--- config.mk ---
export PLATFORM = sky130hd
export DESIGN_NAME = i2s_frame_controller_flat
export DESIGN_NICKNAME = d
export VERILOG_FILES = /design/src/rtl/i2s_frame_if.sv /design/src/rtl/i2s_frame_controller.sv /design/src/flat_wrapper.sv
export SDC_FILE = /design/constraint.sdc
export NUM_CORES = 1
export LEC_CHECK = 0
export ABC_AREA = 1
export CAP_MARGIN = 30
export CELL_PAD_IN_SITES_DETAIL_PLACEMENT = 1
export CELL_PAD_IN_SITES_GLOBAL_PLACEMENT = 1
export CORE_MARGIN = 2
export CORE_UTILIZATION = 39
export DETAILED_ROUTE_END_ITERATION = 10
export PLACE_DENSITY = 0.8
export SYNTH_ARGS = -nofsm -noshare
export SYNTH_HDL_FRONTEND = slang
export SYNTH_SLANG_ARGS = --single-unit
--- constraint.sdc ---
create_clock -name clk -period 3 [get_ports clk]
set_input_delay 0.6 -clock clk [delete_from_list [all_inputs] [get_ports clk]]
set_output_delay 0.6 -clock clk [all_outputs]
set_load 0.1 [all_outputs]
--- src/rtl/i2s_frame_if.sv ---
// i2s_frame_if: ready/valid stereo sample handshake between the voice mixer and the I2S controller
interface i2s_frame_if #(
    parameter int SAMPLE_W = 16
);
    logic [SAMPLE_W-1:0] sample_l;
    logic [SAMPLE_W-1:0] sample_r;
    logic                sample_valid;
    logic                sample_ready;

    modport master (output sample_l, output sample_r, output sample_valid, input sample_ready);
    modport slave (input sample_l, input sample_r, input sample_valid, output sample_ready);
endinterface

--- src/rtl/i2s_frame_controller.sv ---
// i2s_frame_controller: generates BCLK/LRCLK and serializes one stereo sample per frame in I2S format
module i2s_frame_controller #(
    parameter int BCLK_HALF = 4,
    parameter int SAMPLE_W = 16,
    parameter int SLOT_W = 32
) (
    input  logic        clk,
    input  logic        rst,
    input  logic        en,
    i2s_frame_if.slave  up,
    output logic        bclk,
    output logic        lrclk,
    output logic        sdata,
    output logic        frame_start,
    output logic [7:0]  underrun_cnt
);
    localparam int DW = BCLK_HALF > 1 ? $clog2(BCLK_HALF) : 1;
    localparam int BW = $clog2(SLOT_W);

    logic [DW-1:0]       div_q, div_d;
    logic [BW-1:0]       bit_q, bit_d;
    logic                bclk_q, bclk_d;
    logic                lr_q, lr_d;
    logic                sd_q, sd_d;
    logic                fs_q, fs_d;
    logic                full_q, full_d;
    logic                rdy_q, rdy_d;
    logic [SAMPLE_W-1:0] hl_q, hl_d, hr_q, hr_d;
    logic [SAMPLE_W-1:0] sl_q, sl_d, sr_q, sr_d;
    logic [7:0]          ur_q, ur_d;
    logic                term, fall, wrap, load, accept, shift;

    // Divider, slot counter, shifters and holding register; en low forces the idle values
    always_comb begin
        term = div_q == DW'(BCLK_HALF - 1);
        fall = term && bclk_q;
        wrap = fall && bit_q == BW'(SLOT_W - 1);
        load = wrap && lr_q;
        accept = up.sample_valid && rdy_q;
        div_d = term ? '0 : div_q + 1'b1;
        bclk_d = bclk_q ^ term;
        bit_d = wrap ? '0 : (fall ? bit_q + 1'b1 : bit_q);
        lr_d = lr_q ^ wrap;
        shift = fall && bit_d != '0 && bit_d <= BW'(SAMPLE_W);
        sd_d = shift ? (lr_d ? sr_q[SAMPLE_W-1] : sl_q[SAMPLE_W-1]) : (fall ? 1'b0 : sd_q);
        sl_d = load ? (full_q ? hl_q : '0) : (shift && !lr_d ? sl_q << 1 : sl_q);
        sr_d = load ? (full_q ? hr_q : '0) : (shift && lr_d ? sr_q << 1 : sr_q);
        full_d = accept || (full_q && !load);
        hl_d = accept ? up.sample_l : hl_q;
        hr_d = accept ? up.sample_r : hr_q;
        rdy_d = !full_d;
        fs_d = load;
        ur_d = ur_q + 8'(load && !full_q && ur_q != 8'hFF);
        if (!en) begin
            div_d = '0;
            bclk_d = 1'b0;
            bit_d = BW'(SLOT_W - 1);
            lr_d = 1'b1;
            sd_d = 1'b0;
            sl_d = '0;
            sr_d = '0;
            hl_d = '0;
            hr_d = '0;
            full_d = 1'b0;
            rdy_d = 1'b0;
            fs_d = 1'b0;
            ur_d = ur_q;
        end
    end

    // State registers with synchronous reset
    always_ff @(posedge clk) begin
        if (rst) begin
            div_q <= '0;
            bclk_q <= 1'b0;
            bit_q <= BW'(SLOT_W - 1);
            lr_q <= 1'b1;
            sd_q <= 1'b0;
            fs_q <= 1'b0;
            full_q <= 1'b0;
            rdy_q <= 1'b0;
            hl_q <= '0;
            hr_q <= '0;
            sl_q <= '0;
            sr_q <= '0;
            ur_q <= '0;
        end else begin
            div_q <= div_d;
            bclk_q <= bclk_d;
            bit_q <= bit_d;
            lr_q <= lr_d;
            sd_q <= sd_d;
            fs_q <= fs_d;
            full_q <= full_d;
            rdy_q <= rdy_d;
            hl_q <= hl_d;
            hr_q <= hr_d;
            sl_q <= sl_d;
            sr_q <= sr_d;
            ur_q <= ur_d;
        end
    end

    assign bclk = bclk_q;
    assign lrclk = lr_q;
    assign sdata = sd_q;
    assign frame_start = fs_q;
    assign underrun_cnt = ur_q;
    assign up.sample_ready = rdy_q;
endmodule

--- src/flat_wrapper.sv ---
// flat-port wrapper written by rule: the top's interface ports become plain ports
module i2s_frame_controller_flat 
#(
    parameter int BCLK_HALF = 4,
    parameter int SAMPLE_W = 16,
    parameter int SLOT_W = 32
)
  (clk, rst, en, bclk, lrclk, sdata, frame_start, underrun_cnt, up_sample_l, up_sample_r, up_sample_valid, up_sample_ready);
  i2s_frame_if #(.SAMPLE_W(SAMPLE_W)) up_i ();
  input  logic clk;
  input  logic rst;
  input  logic en;
  output logic bclk;
  output logic lrclk;
  output logic sdata;
  output logic frame_start;
  output logic [7:0] underrun_cnt;
  input wire logic [$bits(up_i.sample_l)-1:0] up_sample_l;
  input wire logic [$bits(up_i.sample_r)-1:0] up_sample_r;
  input wire logic [$bits(up_i.sample_valid)-1:0] up_sample_valid;
  output wire logic [$bits(up_i.sample_ready)-1:0] up_sample_ready;
  assign up_i.sample_l = up_sample_l;
  assign up_i.sample_r = up_sample_r;
  assign up_i.sample_valid = up_sample_valid;
  assign up_sample_ready = up_i.sample_ready;
  i2s_frame_controller #(.BCLK_HALF(BCLK_HALF), .SAMPLE_W(SAMPLE_W), .SLOT_W(SLOT_W)) u_core (.clk(clk), .rst(rst), .en(en), .up(up_i), .bclk(bclk), .lrclk(lrclk), .sdata(sdata), .frame_start(frame_start), .underrun_cnt(underrun_cnt));
endmodule
**Run 1: routed metal, one colour a layer**

Two of the layers only.
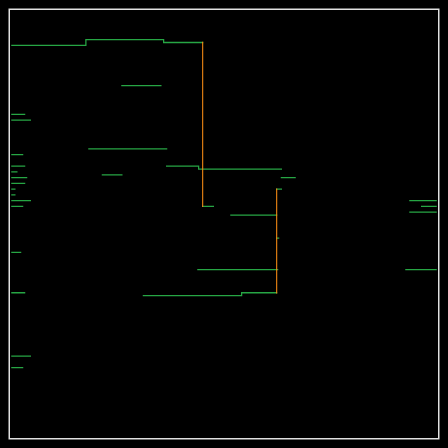
legend:
  green:
    layer: metal 3
    wire_length: 240 um
  orange:
    layer: metal 4
    wire_length: 63.2 um
final WL: 8800 um
Total GRT Usage: 18.2%

**Run 1: cells coloured by class**

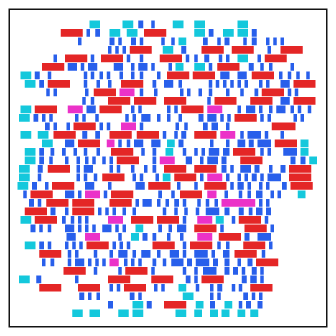
legend:
  red:
    class: flops
    cells: 85
  magenta:
    class: clock drivers and dummy loads
    cells: 16
  blue:
    class: combinational and other logic
    cells: 395
  cyan:
    class: other buffers and delay cells
    cells: 55

**Run 1: routing congestion**

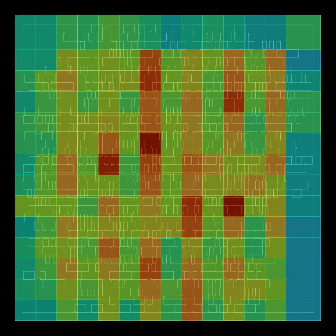
met2 GRT Util: 31.6%
met1 Use GR: 22.7%
post-layout util: 47.9%

==> run notes, run 1 <==
run metrics: outcome completed, multi-input gates 346, WS Path Type reg -> reg, Max Fanout on Critical Path 30, Seq pwr share 53.0%, synthesized area per cell 7.28 um^2, FF-to-FF Start u_core.bit_q[0], Logic inverters 49, FF+latch count, synth 85, pwr dens 492 nW/um^2, Synth area leader dfxtp_1, Post-synth mux share 0%, Die Size 10,200 um^2, Top cells excl fill/tap nor2_1, nand2_1, dfxtp_1, Int Pwr 1.66 mW, HPWL after DPL 5860 um, fmax 371 MHz, Hold WS 438 ps, Post-DP Area 4180 um^2, dpl ws 360 ps, clock buf count 12, crit-path cells ha_1 -> nand2_1 -> nor2_1 -> ha_1 -> nand2_2 -> inv_1 -> ha_1 -> inv_2 -> buf_4 -> nand2_2 -> nor2_1 -> nor2_1, switching share of power 23.3%, RSZ-0062 raised after global routing no, Top delay family on crit path simple AND/OR/NAND/NOR gates, largest stage delay on the critical path 400 ps, Tool Warnings 27, Gate Area 1660 um^2, fin cells 662, top cells, area dfxtp_1, nor2_1, nand2_1, a22o_1, o21ai_0, tapcell count 111, DRC Markers 0, path depth of the worst reg2reg path 12, share of cell area taken by multi-input logic gates 37.6%, setup ws final 305 ps, r2r setup slk 300 ps, clk buf depth 2, Clock transition at path regs 90 ps, global-route wire length before repair 14,800 um, met2 wire len 4340 um, GRT busiest layer met2, Worst EP required 3240 ps, clock-net power 0.873 mW, GR Overflow Total 0, worst hold path class reg -> reg, Pins Over Slew Limit 0, remaining antenna violation count 0, crit path max-delay cell type nand2_2, YS warnings 0, Final setup viols 0, Signal buffers 55, final worst-path cycle share 89.8%, share of cells above drive strength 1 9.07%, setup TNS 0 ps, Final Skew 11.7 ps, Core Util at FP 40.1%, vias per inst 4.94, area share, top type 46.2%, clock network area share 5.00%
==> run 2: changes to the inputs <==
- ABC_CLOCK_PERIOD_IN_PS: not set -> 3000
- HOLD_SLACK_MARGIN: not set -> 0.03
**Run 2: clock wires, drivers and flops**

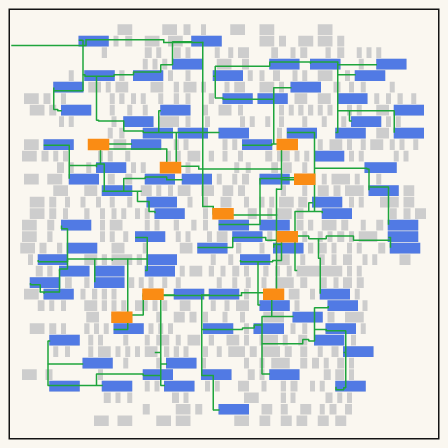
legend:
  green:
    item: clock wires
    length: 1,080 um
  blue:
    item: flip-flops
    count: 85
  orange:
    item: clock drivers
    count: 9
routed clock nets: 10

**Run 2: routed metal, one colour a layer**

Two of the layers only.
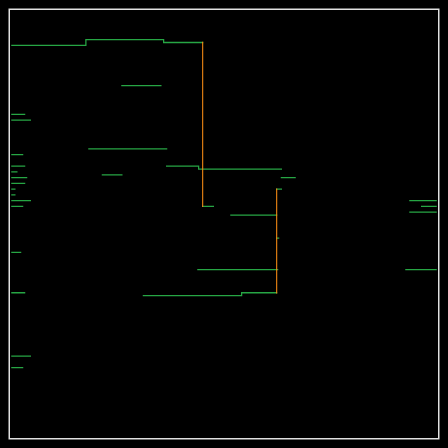
legend:
  green:
    layer: metal 3
    wire_length: 240 um
  orange:
    layer: metal 4
    wire_length: 63.2 um

**Run 2: cells coloured by class**

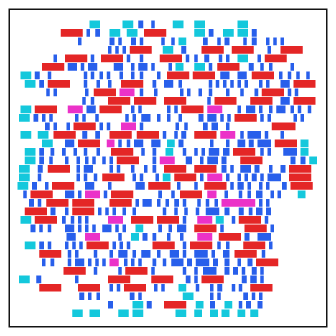
legend:
  magenta:
    class: clock drivers and dummy loads
    cells: 16
  red:
    class: flops
    cells: 85
  blue:
    class: combinational and other logic
    cells: 395
  cyan:
    class: other buffers and delay cells
    cells: 55
Core Area: 9200 um^2
Final Cell Area: 4400 um^2
Cell Rows: 35
Seq/total area: 38.7%

==> run 2 against run 1 <==
  * Core utilization is the same
  * Total power unchanged
  * Critical path depth did not move
  * Design area unchanged
  * Global-route usage is the same
  * Register-to-register slack about the same
  * Sequential cell count stayed put
  * First-iteration DRC count is the same
  * Worst setup slack unchanged
  * Critical path type unchanged
==> run notes, run 2 <==
run metrics: Die Size 10,200 um^2, fin cells 662, synthesized area per cell 7.28 um^2, crit path max-delay cell type nand2_2, setup ws final 305 ps, Top cells excl fill/tap nor2_1, nand2_1, dfxtp_1, GR Overflow Total 0, Seq pwr share 53.0%, fmax 371 MHz, RSZ-0062 raised after global routing no, FF+latch count, synth 85, YS warnings 0, DRC Markers 0, met2 GRT Util 31.6%, setup TNS 0 ps, Int Pwr 1.66 mW, FF-to-FF Start u_core.bit_q[0], GRT busiest layer met2, share of cell area taken by multi-input logic gates 37.6%, vias per inst 4.94, Post-DP Area 4180 um^2, Logic inverters 49, path depth of the worst reg2reg path 12, outcome completed, r2r setup slk 300 ps, remaining antenna violation count 0, Gate Area 1660 um^2, multi-input gates 346, worst hold path class reg -> reg, HPWL after DPL 5860 um, WS Path Type reg -> reg, top cells, area dfxtp_1, nor2_1, nand2_1, a22o_1, o21ai_0, Max Fanout on Critical Path 30, global-route wire length before repair 14,800 um, area share, top type 46.2%, Pins Over Slew Limit 0, Total GRT Usage 18.2%, Hold WS 438 ps, clock network area share 5.00%, crit-path cells ha_1 -> nand2_1 -> nor2_1 -> ha_1 -> nand2_2 -> inv_1 -> ha_1 -> inv_2 -> buf_4 -> nand2_2 -> nor2_1 -> nor2_1, Signal buffers 55, met2 wire len 4340 um, Core Util at FP 40.1%, tapcell count 111
**Run 2: I/O pins on the die edge**

Pins as bars across the die edge, other pins in grey.
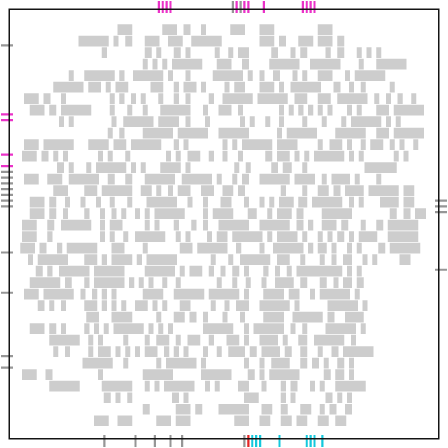

==> run 3: changes to the inputs <==
- CAP_MARGIN: 30 -> not set
- CORE_MARGIN: 2 -> not set
**Run 3: I/O pins on the die edge**

Pins as bars across the die edge, other pins in grey.
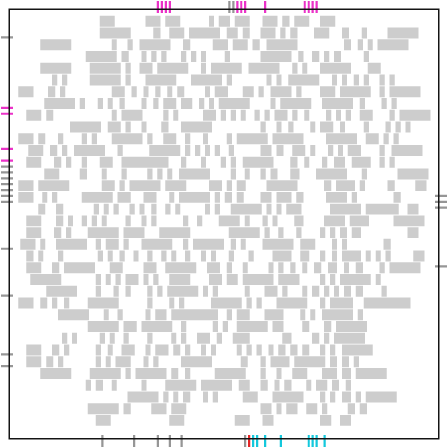
legend:
  magenta:
    port: up_sample_l
    pins: 16
    direction: input
    edge: 12 north, 4 west
  cyan:
    port: underrun_cnt
    pins: 8
    direction: output
    edge: south
  red:
    port: en
    pins: 1
    direction: input
    edge: south
all pins by edge: 16 west, 15 south, 14 north, 4 east

**Run 3: cells coloured by class**

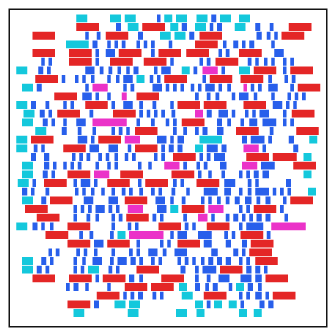
legend:
  cyan:
    class: other buffers and delay cells
    cells: 56
  red:
    class: flops
    cells: 85
  blue:
    class: combinational and other logic
    cells: 395
  magenta:
    class: clock drivers and dummy loads
    cells: 16
post-layout util: 48.6%
Seq/total area: 38.1%

**Run 3: routed metal, one colour a layer**

Two of the layers only.
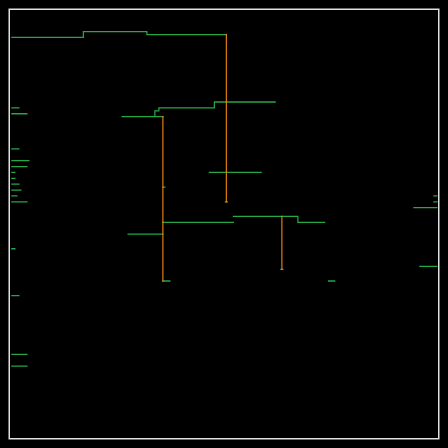
legend:
  green:
    layer: metal 3
    wire_length: 198 um
  orange:
    layer: metal 4
    wire_length: 89.1 um
final WL: 8450 um
Avg WL per Cell: 12.7 um

==> run 3 against run 2 <==
  * Hold slack worse by 7.2 ps
  * Non-clock buffer count rose by 1
  * Worst setup slack improved by 110 ps
  * Critical path depth rose by 3
  * Largest cell class unchanged
  * Synthesized cell count unchanged
  * Clock-buffer cell count down 2
  * Sequential share of layout area down 0.53 points
  * Design area rose by 1.4%
==> run notes, run 3 <==
run metrics: GR Overflow Total 0, Max Fanout on Critical Path 10, Core Util at FP 40.1%, met2 GRT Util 33.4%, Final Cell Area 4470 um^2, setup ws final 412 ps, path depth of the worst reg2reg path 15, share of cell area taken by multi-input logic gates 37.3%, Tool Warnings 27, FF-to-FF Start u_core.bit_q[0], Seq pwr share 50.9%, crit path max-delay cell type dfxtp_1, clock buf count 10, fmax 386 MHz, YS warnings 0, Post-synth mux share 0%, WS Path Type reg -> reg, met2 wire len 4200 um, Final setup viols 0, Clock transition at path regs 90 ps, DRC Markers 0, clk buf depth 2, multi-input gates 346, pwr dens 506 nW/um^2, Top cells excl fill/tap nor2_1, nand2_1, dfxtp_1, met1 Use GR 22.3%, remaining antenna violation count 0, vias per inst 4.93, largest stage delay on the critical path 380 ps, final worst-path cycle share 86.3%, Die Size 9840 um^2, dpl ws 312 ps, Synth area leader dfxtp_1, tapcell count 111, Gate Area 1670 um^2, Signal buffers 56, Post-DP Area 4210 um^2, outcome completed, Top delay family on crit path adder cells, fin cells 663, Pins Over Slew Limit 0, switching share of power 22.0%, Logic inverters 49, GRT busiest layer met2, FF+latch count, synth 85
No activity file was given, so power comes from the tool's default toggle rates.
